$ cat src/rtl/mode_annunciator.sv
// mode_annunciator: two-character mode indicator ("Hr", "An", "Pn", "AL") for the
// clock's 7-segment display. The indicator blinks during time-set and alternates
// with "AL" while the alarm rings. A prescaler derives the blink half-period from
// the system clock. All outputs are registered.
module mode_annunciator #(
    parameter int CLK_HZ     = 50_000_000,
    parameter int BLINK_HZ   = 2,
    parameter bit ACTIVE_LOW = 1'b1
) (
    input  logic       clk,
    input  logic       rst,
    input  logic       flag_24h,
    input  logic       flag_pm,
    input  logic       flag_set,
    input  logic       flag_alarm,
    output logic [6:0] seg_0,
    output logic [6:0] seg_1,
    output logic       blink_phase
);

    // Cycles per blink half-period
    localparam int DIV = CLK_HZ / (2 * BLINK_HZ);
    localparam int CW  = (DIV < 2) ? 1 : $clog2(DIV);
    localparam logic [CW-1:0] CNT_LAST = CW'(DIV - 1);

    if (DIV < 2) begin : g_div_check
        $error("mode_annunciator: CLK_HZ/(2*BLINK_HZ) must be at least 2");
    end

    // Glyphs, lit-high, bit order gfedcba
    localparam logic [6:0] GLYPH_H     = 7'b1110110;
    localparam logic [6:0] GLYPH_R     = 7'b1010000;
    localparam logic [6:0] GLYPH_A     = 7'b1110111;
    localparam logic [6:0] GLYPH_N     = 7'b1010100;
    localparam logic [6:0] GLYPH_P     = 7'b1110011;
    localparam logic [6:0] GLYPH_L     = 7'b0111000;
    localparam logic [6:0] GLYPH_BLANK = 7'b0000000;

    // Output polarity mask: XOR with all-ones inverts for active-low segments
    localparam logic [6:0] POL_MASK = ACTIVE_LOW ? 7'b1111111 : 7'b0000000;

    typedef enum logic [1:0] {
        MODE_NORMAL,
        MODE_SET,
        MODE_ALARM
    } mode_t;

    mode_t         r_mode;
    logic [CW-1:0] r_cnt;
    logic          r_phase;
    logic [6:0]    r_seg0;
    logic [6:0]    r_seg1;

    mode_t         w_mode;
    logic          w_restart;
    logic          w_wrap;
    logic [CW-1:0] w_cnt_next;
    logic          w_phase_next;
    logic [6:0]    w_base0;
    logic [6:0]    w_base1;
    logic [6:0]    w_lit0;
    logic [6:0]    w_lit1;

    // Effective mode, prescaler next state and lit-high glyph selection
    always_comb begin
        w_mode       = MODE_NORMAL;
        w_restart    = 1'b0;
        w_wrap       = 1'b0;
        w_cnt_next   = r_cnt;
        w_phase_next = r_phase;
        w_base0      = GLYPH_BLANK;
        w_base1      = GLYPH_BLANK;
        w_lit0       = GLYPH_BLANK;
        w_lit1       = GLYPH_BLANK;

        if (flag_alarm) begin
            w_mode = MODE_ALARM;
        end else if (flag_set) begin
            w_mode = MODE_SET;
        end

        // A mode change restarts the blink on phase 0 and takes precedence over the wrap
        w_restart = (w_mode != r_mode);
        w_wrap    = (r_cnt == CNT_LAST);
        if (w_restart) begin
            w_cnt_next   = '0;
            w_phase_next = 1'b0;
        end else if (w_wrap) begin
            w_cnt_next   = '0;
            w_phase_next = ~r_phase;
        end else begin
            w_cnt_next   = r_cnt + 1'b1;
        end

        if (flag_24h) begin
            w_base0 = GLYPH_H;
            w_base1 = GLYPH_R;
        end else if (!flag_pm) begin
            w_base0 = GLYPH_A;
            w_base1 = GLYPH_N;
        end else begin
            w_base0 = GLYPH_P;
            w_base1 = GLYPH_N;
        end

        unique case (w_mode)
            MODE_SET: begin
                if (!w_phase_next) begin
                    w_lit0 = w_base0;
                    w_lit1 = w_base1;
                end
            end
            MODE_ALARM: begin
                if (!w_phase_next) begin
                    w_lit0 = GLYPH_A;
                    w_lit1 = GLYPH_L;
                end else begin
                    w_lit0 = w_base0;
                    w_lit1 = w_base1;
                end
            end
            default: begin
                w_lit0 = w_base0;
                w_lit1 = w_base1;
            end
        endcase
    end

    // Mode, prescaler and registered segment outputs
    always_ff @(posedge clk) begin
        if (rst) begin
            r_mode  <= MODE_NORMAL;
            r_cnt   <= '0;
            r_phase <= 1'b0;
            r_seg0  <= GLYPH_BLANK ^ POL_MASK;
            r_seg1  <= GLYPH_BLANK ^ POL_MASK;
        end else begin
            r_mode  <= w_mode;
            r_cnt   <= w_cnt_next;
            r_phase <= w_phase_next;
            r_seg0  <= w_lit0 ^ POL_MASK;
            r_seg1  <= w_lit1 ^ POL_MASK;
        end
    end

    assign seg_0       = r_seg0;
    assign seg_1       = r_seg1;
    assign blink_phase = r_phase;

endmodule

$ cat config.mk
export PLATFORM = sky130hd
export DESIGN_NAME = mode_annunciator
export DESIGN_NICKNAME = d
export VERILOG_FILES = /design/src/rtl/mode_annunciator.sv
export SDC_FILE = /design/constraint.sdc
export NUM_CORES = 1
export LEC_CHECK = 0
export ABC_AREA = 0
export CAP_MARGIN = 20
export CORE_MARGIN = 4
export CORE_UTILIZATION = 40
export CTS_CLUSTER_DIAMETER = 40
export CTS_CLUSTER_SIZE = 8
export DETAILED_ROUTE_END_ITERATION = 16
export HOLD_SLACK_MARGIN = 0.03
export PLACE_DENSITY = 0.71
export SLEW_MARGIN = 40
export SYNTH_ARGS = -nofsm -noshare
export SYNTH_HDL_FRONTEND = slang
export SYNTH_SLANG_ARGS = --single-unit
export TNS_END_PERCENT = 5
$ cat constraint.sdc
create_clock -name clk -period 2.8 [get_ports clk]
set_clock_uncertainty 0.15 [all_clocks]
set_input_delay 0.28 -clock clk [delete_from_list [all_inputs] [get_ports clk]]
set_output_delay 0.28 -clock clk [all_outputs]
set_load 0.05 [all_outputs]
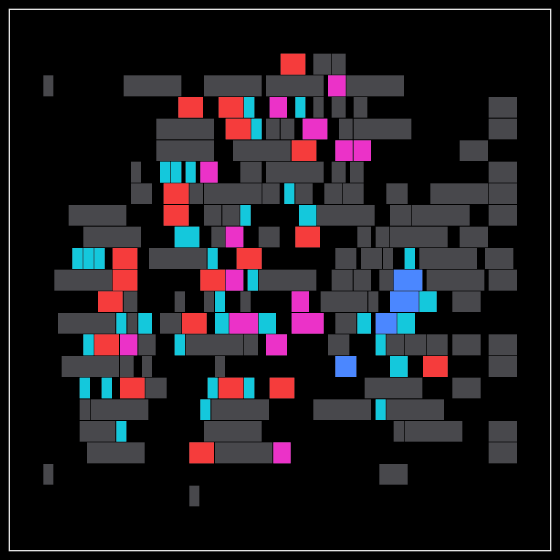
Fig. 1. Selected gate families (run 1).
Magenta stands for AND and OR gates, cells 14. Red stands for XOR/XNOR gates, cells 20. Blue stands for AND-OR and OR-AND gates, cells 4. Cyan stands for NOR gates, cells 35.
fraction of area in multi-input gates: 42.17%
dominant logic cell type in the layout: sky130_fd_sc_hd__dfxtp_1
count of placed standard cells in the final layout, fillers left out: 226

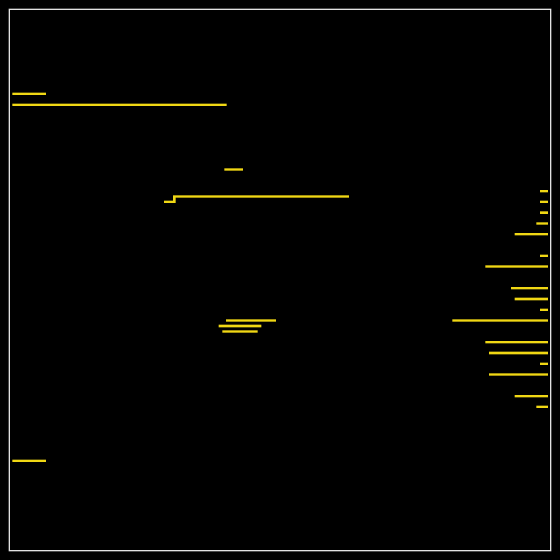
Fig. 2. M3 wires (run 1).
24 nets have wire on it. The longest straight run is 26.7 µm. The layer carries 139 µm of wire. The layer holds 5.3% of the routed length. The wires run mostly horizontal.
fraction of met3 tracks used by global routing: 4.269%
Detailed Route WL: 2650 µm
total vias in the final route: 1160

==> summary.txt, run 1 <==
The full implementation flow was run.

The run finished with clean final reports. The top-area cell type share of the netlist area stands at a little under half. The final RePlAce weighted congestion stands at roughly 0.83. In the synthesized netlist, mux cells make up 0% of the area. Yosys shows that the main logic family after synthesis is simple AND/OR/NAND/NOR gates. The number of different library cells used by synthesis comes to 32. The number of remaining DRC errors stands at 0. For this run, the leading register cell type out of synthesis is sky130_fd_sc_hd__dfxtp_1. The post-route worst hold slack stands at roughly 0.3 ns. No sink is reached through more buffers than the 2 on the longest clock path.

The number of top-level pins stands at 21. The die width stands at a little under 70 µm. The power report lists cell-internal power as approximately 0.6 mW. Along the worst hold path, the cell count comes to 1. The time the worst path needs with I/O delays and setup stands at roughly 2.4 ns. The power density over the cells stands at about 480 nW/µm². Setup slack on the worst reg-to-reg path comes out at between 0.4 and 0.5 ns.

The slowest stage of the critical path is the sky130_fd_sc_hd__or4_1 cell. The first global-routing pass estimated 4671 µm of wire. Entering global routing, the biggest net connects 18 pins. The switching fraction of total power stands at 25.74%.
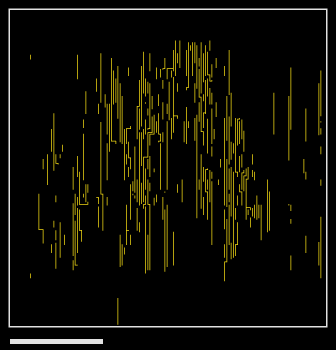
Fig. 3. Signal wires on met2 (run 1).
Bar = 20 µm.
The wires run mostly vertical. 161 nets have wire on it. The layer carries 1330 µm of wire. The longest straight run is 22.1 µm.
global-route met2 utilization: 23.35%

-- run 1: path summary, 6_finish.rpt --
kind             from  endpoint
max          r_cnt[9]  seg_0[5]
min          r_cnt[0]  r_cnt[0]
max reg2reg  r_cnt[9]  seg_0[5]
min reg2reg  r_cnt[0]  r_cnt[0]
-- run 1: final cells by class --
cell class / count / area, µm²
fill: 329 / 1730
multi-input combinational: 116 / 710.7
sequential: 33 / 660.6
timing repair buffer: 21 / 200.2
tap: 46 / 57.56
clock buffer: 8 / 48.80
inverter: 2 / 7.507
-- run 1: layout by cell type, fill, tap and decap left out, types with 5 or more instances in the layout --
master	count
sky130_fd_sc_hd__clkbuf_4	5
sky130_fd_sc_hd__clkdlybuf4s50_1	17
sky130_fd_sc_hd__dfxtp_1	33
sky130_fd_sc_hd__nand2_1	7
sky130_fd_sc_hd__nand3_1	8
sky130_fd_sc_hd__nand4_1	7
sky130_fd_sc_hd__nor2_1	26
sky130_fd_sc_hd__o21ai_0	5
sky130_fd_sc_hd__xnor2_1	7
sky130_fd_sc_hd__xor2_1	13
-- run 1: metal layers --
layer / vias to the layer above / track usage (%)
met5: - / 0
met4: 0 / 6.948
met3: 2 / 4.269
met2: 29 / 23.35
met1: 545 / 14.01
li1: 584 / -
-- run 1: power groups by stage --
stage / Sequential, mW / Combinational [mW] / Clock [mW]
finish: 0.480 / 0.0893 / 0.247
floorplan: 0.507 / 0.0495 / 0
CTS: 0.480 / 0.0897 / 0.254
detailed placement: 0.491 / 0.0895 / 0
global route: 0.481 / 0.0947 / 0.270
global placement: 0.490 / 0.0885 / 0
-- run 1: flip-flops by register name, summed over array words and instances, names as in the netlist --
signal       flops
blink_phase      1
r_cnt           24
r_mode           2
seg_0            3
seg_1            3
Fig. 4: run 1, sequential cells grouped by signal name
Bar = 20 µm. Other sequential cells in the stronger gray, the rest of the logic in the fainter gray.
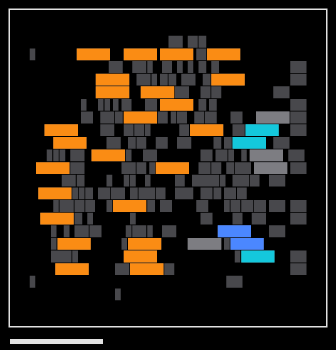

--- run 2 (diff from run 1) ---
ABC_CLOCK_PERIOD_IN_PS = 2800   (was unset)
CORE_MARGIN = unset   (was 4)
CORE_UTILIZATION = 52   (was 40)
PLACE_DENSITY = 0.86   (was 0.71)
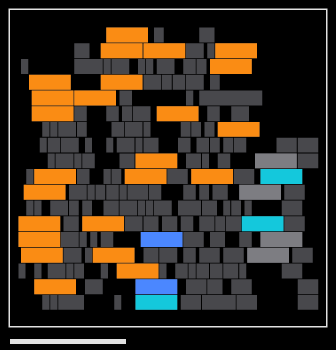
Fig. 5. Sequential cells grouped by signal name (run 2).
Bar = 20 µm. Other sequential cells in the stronger gray, the rest of the logic in the fainter gray.
Orange stands for `r_cnt`, placed flops 24. Cyan stands for `seg_1`, placed flops 3. Blue stands for `r_mode`, placed flops 2.
Another 4 sequential cells are not colored.
area taken by flip-flops and latches: 660.6 µm²
Seq/total area: 39.00%

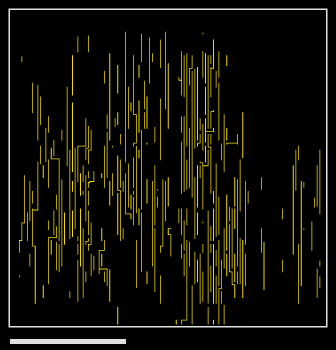
Fig. 6. Signal wires on met2 (run 2).
Bar = 20 µm.
The longest straight run is 22.4 µm. The wires run mostly vertical. 158 nets have wire on it.

==> run 2 against run 1 <==
Worst setup slack improved by 0.0064 ns. Design area increased by 0.52%. Hold slack improved by 0.0027 ns. Synthesized cell count unchanged. Fmax increased by 0.27%. First-iteration DRC count decreased by 70%.
==> summary.txt, run 2 <==
The full implementation flow was run.

The number of buffers between clock root and the deepest sink stands at 2 (unchanged). The power density over the cells stands at 554.8 nW/µm² (+15%). The number of top-level pins came to 21 (unchanged). The post-route worst hold slack came to 0.3111 ns (+0.002710 ns). Per the cell usage report, the commonest logic cells after layout are sky130_fd_sc_hd__dfxtp_1 (33), sky130_fd_sc_hd__nor2_1 (26), sky130_fd_sc_hd__clkdlybuf4s50_1 (17). The sequential group power is 0.480 mW (about the same). Looking at the cell usage after synthesis, the top flip-flop cell is sky130_fd_sc_hd__dfxtp_1.

The total number of sequential cells stands at 33 (unchanged). The final RePlAce weighted congestion is 0.8660 (+4.8%). Of all power groups, the one with the highest power is sequential cells. The count of vias placed by the detailed router is 1160 (unchanged). The number of non-clock buffers in the layout stands at 20 (-4.8%).

The internal power stands at 0.7176 mW (+18%). The die width came to 54.65 µm (-20%). The switching fraction of total power is 23.66% (-2.1 points).

The well-tap cell count stands at 30 (-35%). The area share of buffers outside the clock network stands at 11.37% (-0.50 points). The first-pass GRT wire length stands at 4609 µm (-1.3%). The worst register-to-register path ends at seg_1[2].

The flow ran to the end, and the final reports show no timing, DRC or antenna violations. The number of logic inverters in the finished layout stands at 2 (unchanged). The time the worst path needs with I/O delays and setup came to 2.379 ns (-0.006361 ns). The number of filler instances in the final layout is 212 (-36%).
==> run 2: cell counts after synthesis <==
No cell type changed its count.
==> run 2: metal layers <==
layer  global-route usage [%]  vias to the layer above
li1                         -                      579
met1                    26.44                      544
met2                    36.95                       28
met3                    8.611                        9
met4                    10.26                        0
met5                        0                        -
==> run 2: cell families (layout without fill, tap and decap cells) <==
family          Yosys count  count (layout)  share of synthesized area (%)
other cells               1               3                         0.2602
fa+ha+maj                 1               1                         0.8679
buf+inv                  12              30                          5.382
simple gates             74              74                          26.56
flops                    33              33                          45.83
xor+xnor                 20              20                          12.15
compound gates           18              18                          8.941
==> run 2: per-stage QoR <==
stage | utilization, % | power [mW] | area [µm²] | setup slack (ns) | instances
finish | 66.57 | 0.9400 | 1694 | 0.4210 | 209
global route | 66.57 | 0.9793 | 1694 | 0.2840 | 209
global placement | 63.23 | 0.5765 | 1609 | 0.4995 | 201
floorplan | - | 0.5569 | 1449 | 0.6085 | 161
CTS | 66.57 | 0.9451 | 1694 | 0.4230 | 209
detailed placement | 63.23 | 0.5791 | 1609 | 0.4550 | 201
==> run 2: worst max-delay path by stage <==
| stage | from | endpoint | slack [ns] | depth (start not counted) |
|---|---|---|---|---|
| final | r_cnt[9] | seg_1[2] | 0.42 | 5 |
| after global routing | r_cnt[9] | seg_0[5] | 0.28 | 5 |
| after CTS | r_cnt[9] | seg_1[2] | 0.42 | 5 |
| after detailed placement | r_cnt[8] | seg_1[2] | 0.45 | 5 |
| after global placement | r_cnt[9] | seg_0[5] | 0.50 | 5 |
| after floorplan | r_cnt[9] | seg_0[0] | 0.61 | 5 |
Fig. 7: run 2, selected gate families
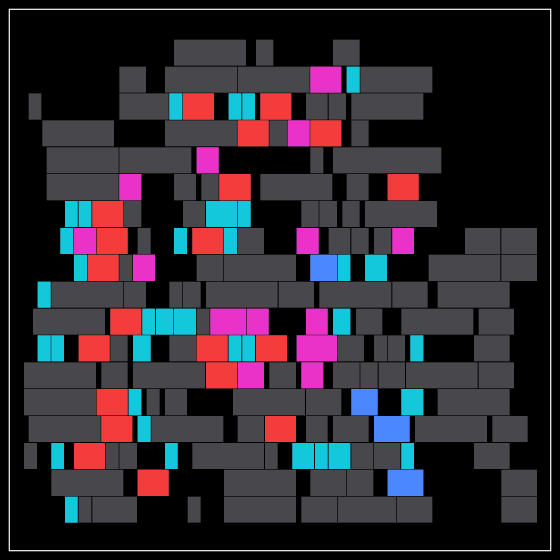

--- run 3 (diff from run 2) ---
ABC_CLOCK_PERIOD_IN_PS = 2480   (was 2800)
clock period = 2.48 ns   (was 2.8 ns; I/O delays follow)
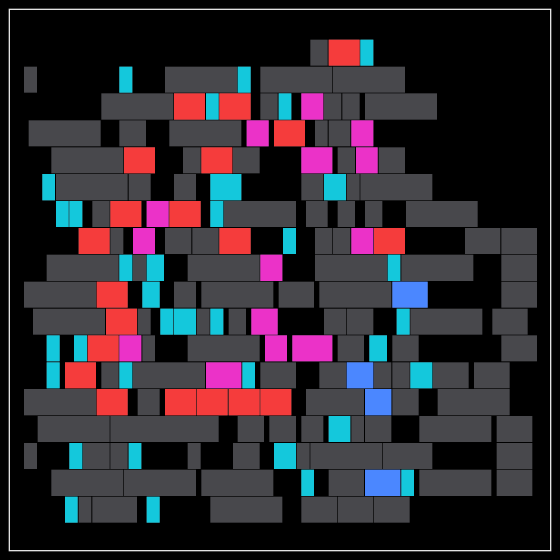
Fig. 8. Selected gate families (run 3).
fraction of area in multi-input gates: 41.76%
count of placed standard cells in the final layout, fillers left out: 210

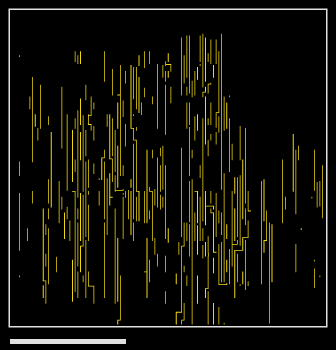
Fig. 9. Signal wires on met2 (run 3).
Bar = 20 µm.
global-route met2 utilization: 37.95%
Detailed Route WL: 2712 µm
total vias in the final route: 1168

==> run 3 against run 2 <==
Flip-flop count did not move. Sequential share of layout area fell by 0.17 points. Area after synthesis did not move. Clock-buffer cell count did not move. Register-to-register slack got worse by 0.25 ns. Synthesized cell count did not move.
==> summary.txt, run 3 <==
The full implementation flow was run.

The instance count after placement with tap cells included stands at 202 (+0.50%). Once the floorplan was initialized, standard cells occupied between 50% and 60% of the core. The number of filler instances in the final layout is 215 (+1.4%). The post-synthesis instance area stands at 1441 µm². The number of top-level pins stands at 21 (unchanged).

Entering global routing, the biggest net connects 25 pins. In this design, the largest share of critical-path delay is due to simple AND/OR/NAND/NOR gates. The routed layout reports a DRC error count of 0. The headroom to the max-slew limit stands at between 60% and 70%. The number of flip-flops in the largest register stands at 24.

The proportion of synthesized area in mux cells came to 0% (unchanged). The launch point of the worst register-to-register path is recorded as r_cnt[9]. The average instance in the mapped netlist occupies between 9 and 10 µm². The time the worst path needs with I/O delays and setup is 2.306 ns (-0.07337 ns). The die width was 54.65 µm (unchanged). CTS added clock buffers totalling 5. The basic-gate share of the synthesized area counting and, or, nand and nor cells stands at 26.56% (unchanged). The post-synthesis compound-gate area fraction is 8.941% (unchanged). In the synthesized netlist, the number of instances is ~160.

The internal power stands at 0.8121 mW (+13%). Setup repair after global routing left no endpoint under its margin. According to the report, the first pass of detailed routing completed in 4 iterations. In this run the static leakage power is a little under 0.6 nW.

The run finished with clean final reports. The switching fraction of total power came to 23.58% (-0.085 points). According to the dpl log, the detail-placed design has an HPWL of 1994 µm. In the synthesized netlist, the cells that appear most often are sky130_fd_sc_hd__dfxtp_1 (33), sky130_fd_sc_hd__nor2_1 (26), sky130_fd_sc_hd__xor2_1 (13). The final RePlAce weighted congestion was 0.8861 (+2.3%). The most common logic cells in the final layout are sky130_fd_sc_hd__dfxtp_1 (33), sky130_fd_sc_hd__nor2_1 (26), sky130_fd_sc_hd__clkdlybuf4s50_1 (17).

The number of failing hold endpoints at the final stage stands at 0. The clock tree has to reach 33 sinks. Measured in cells, the most critical reg-to-reg path has a length of 5. Per the CTS log, the root buffer master is sky130_fd_sc_hd__clkbuf_4. The number of buffers between clock root and the deepest sink came to 2 (unchanged). The adder and majority cell fraction of the synthesized area stands at 0.8681% (unchanged). The power density over the cells is 624.5 nW/µm² (+13%). The first-pass GRT wire length came to 4526 µm (-1.8%). The xor and xnor area share after synthesis stands at 12.15% (unchanged).

TritonRoute output was used to compute an average wire per cell of about 13 µm. The endpoint identified for the worst register-to-register timing path is seg_0[2]. Of the cells placed in the final design, the portion with a size suffix greater than 1 is approximately 7.8%. The commonest register cell is sky130_fd_sc_hd__dfxtp_1. After synthesis, the largest family of logic cells by area is simple AND/OR/NAND/NOR gates.
[run 3: cell types whose count changed in the layout (fill, tap and decap cells not counted)]
cell / change
sky130_fd_sc_hd__buf_4: +1
sky130_fd_sc_hd__o21ai_1: +1
sky130_fd_sc_hd__o21ai_0: -1
[run 3: power by group through the flow]
stage	registers, mW	clock network, mW	logic [mW]
final	0.542	0.419	0.102
after global routing	0.543	0.453	0.108
after CTS	0.542	0.427	0.102
after detailed placement	0.554	0	0.102
after global placement	0.554	0	0.0996
after floorplan	0.573	0	0.0559
[run 3: how the worst max path moves through the flow]
stage / start / end / slack, ns / cells after the start
final: r_cnt[9] / seg_0[2] / 0.17 / 5
after global placement: r_cnt[9] / seg_1[2] / 0.25 / 5
after CTS: r_cnt[9] / seg_0[5] / 0.14 / 5
after floorplan: r_cnt[9] / seg_0[0] / 0.29 / 5
after global routing: r_cnt[9] / seg_0[2] / 0.09 / 5
after detailed placement: r_cnt[9] / seg_0[5] / 0.16 / 5
[run 3: through the flow]
step	util, %	hold WS, ns	power [mW]	cell area (µm²)	setup WS [ns]
after floorplan	-	0.1704	0.6288	1449	0.2885
after global placement	63.52	0.2775	0.6532	1617	0.2481
after detailed placement	63.52	0.2893	0.6561	1617	0.1583
after CTS	66.86	0.3108	1.072	1702	0.1384
after global routing	66.86	0.3194	1.104	1702	0.09056
final	66.86	0.3076	1.063	1702	0.1744
[run 3: cell type report]
type	count	area, µm²	share of cell area [%]
clock buffers	7	55.05	3.235
multi-input cells	116	710.7	41.76
clock inverters	1	30.03	1.765
inverters	2	7.507	0.4412
flip-flops and latches	33	660.6	38.82
repair buffers	21	200.2	11.76
well taps	30	37.54	2.206
[run 3: routing by layer]
layer,vias up,track usage (%)
li1,582,-
met1,543,25.34
met2,40,37.95
met3,3,9.167
met4,0,7.692
met5,-,0
Power and IR drop assume default switching activity.
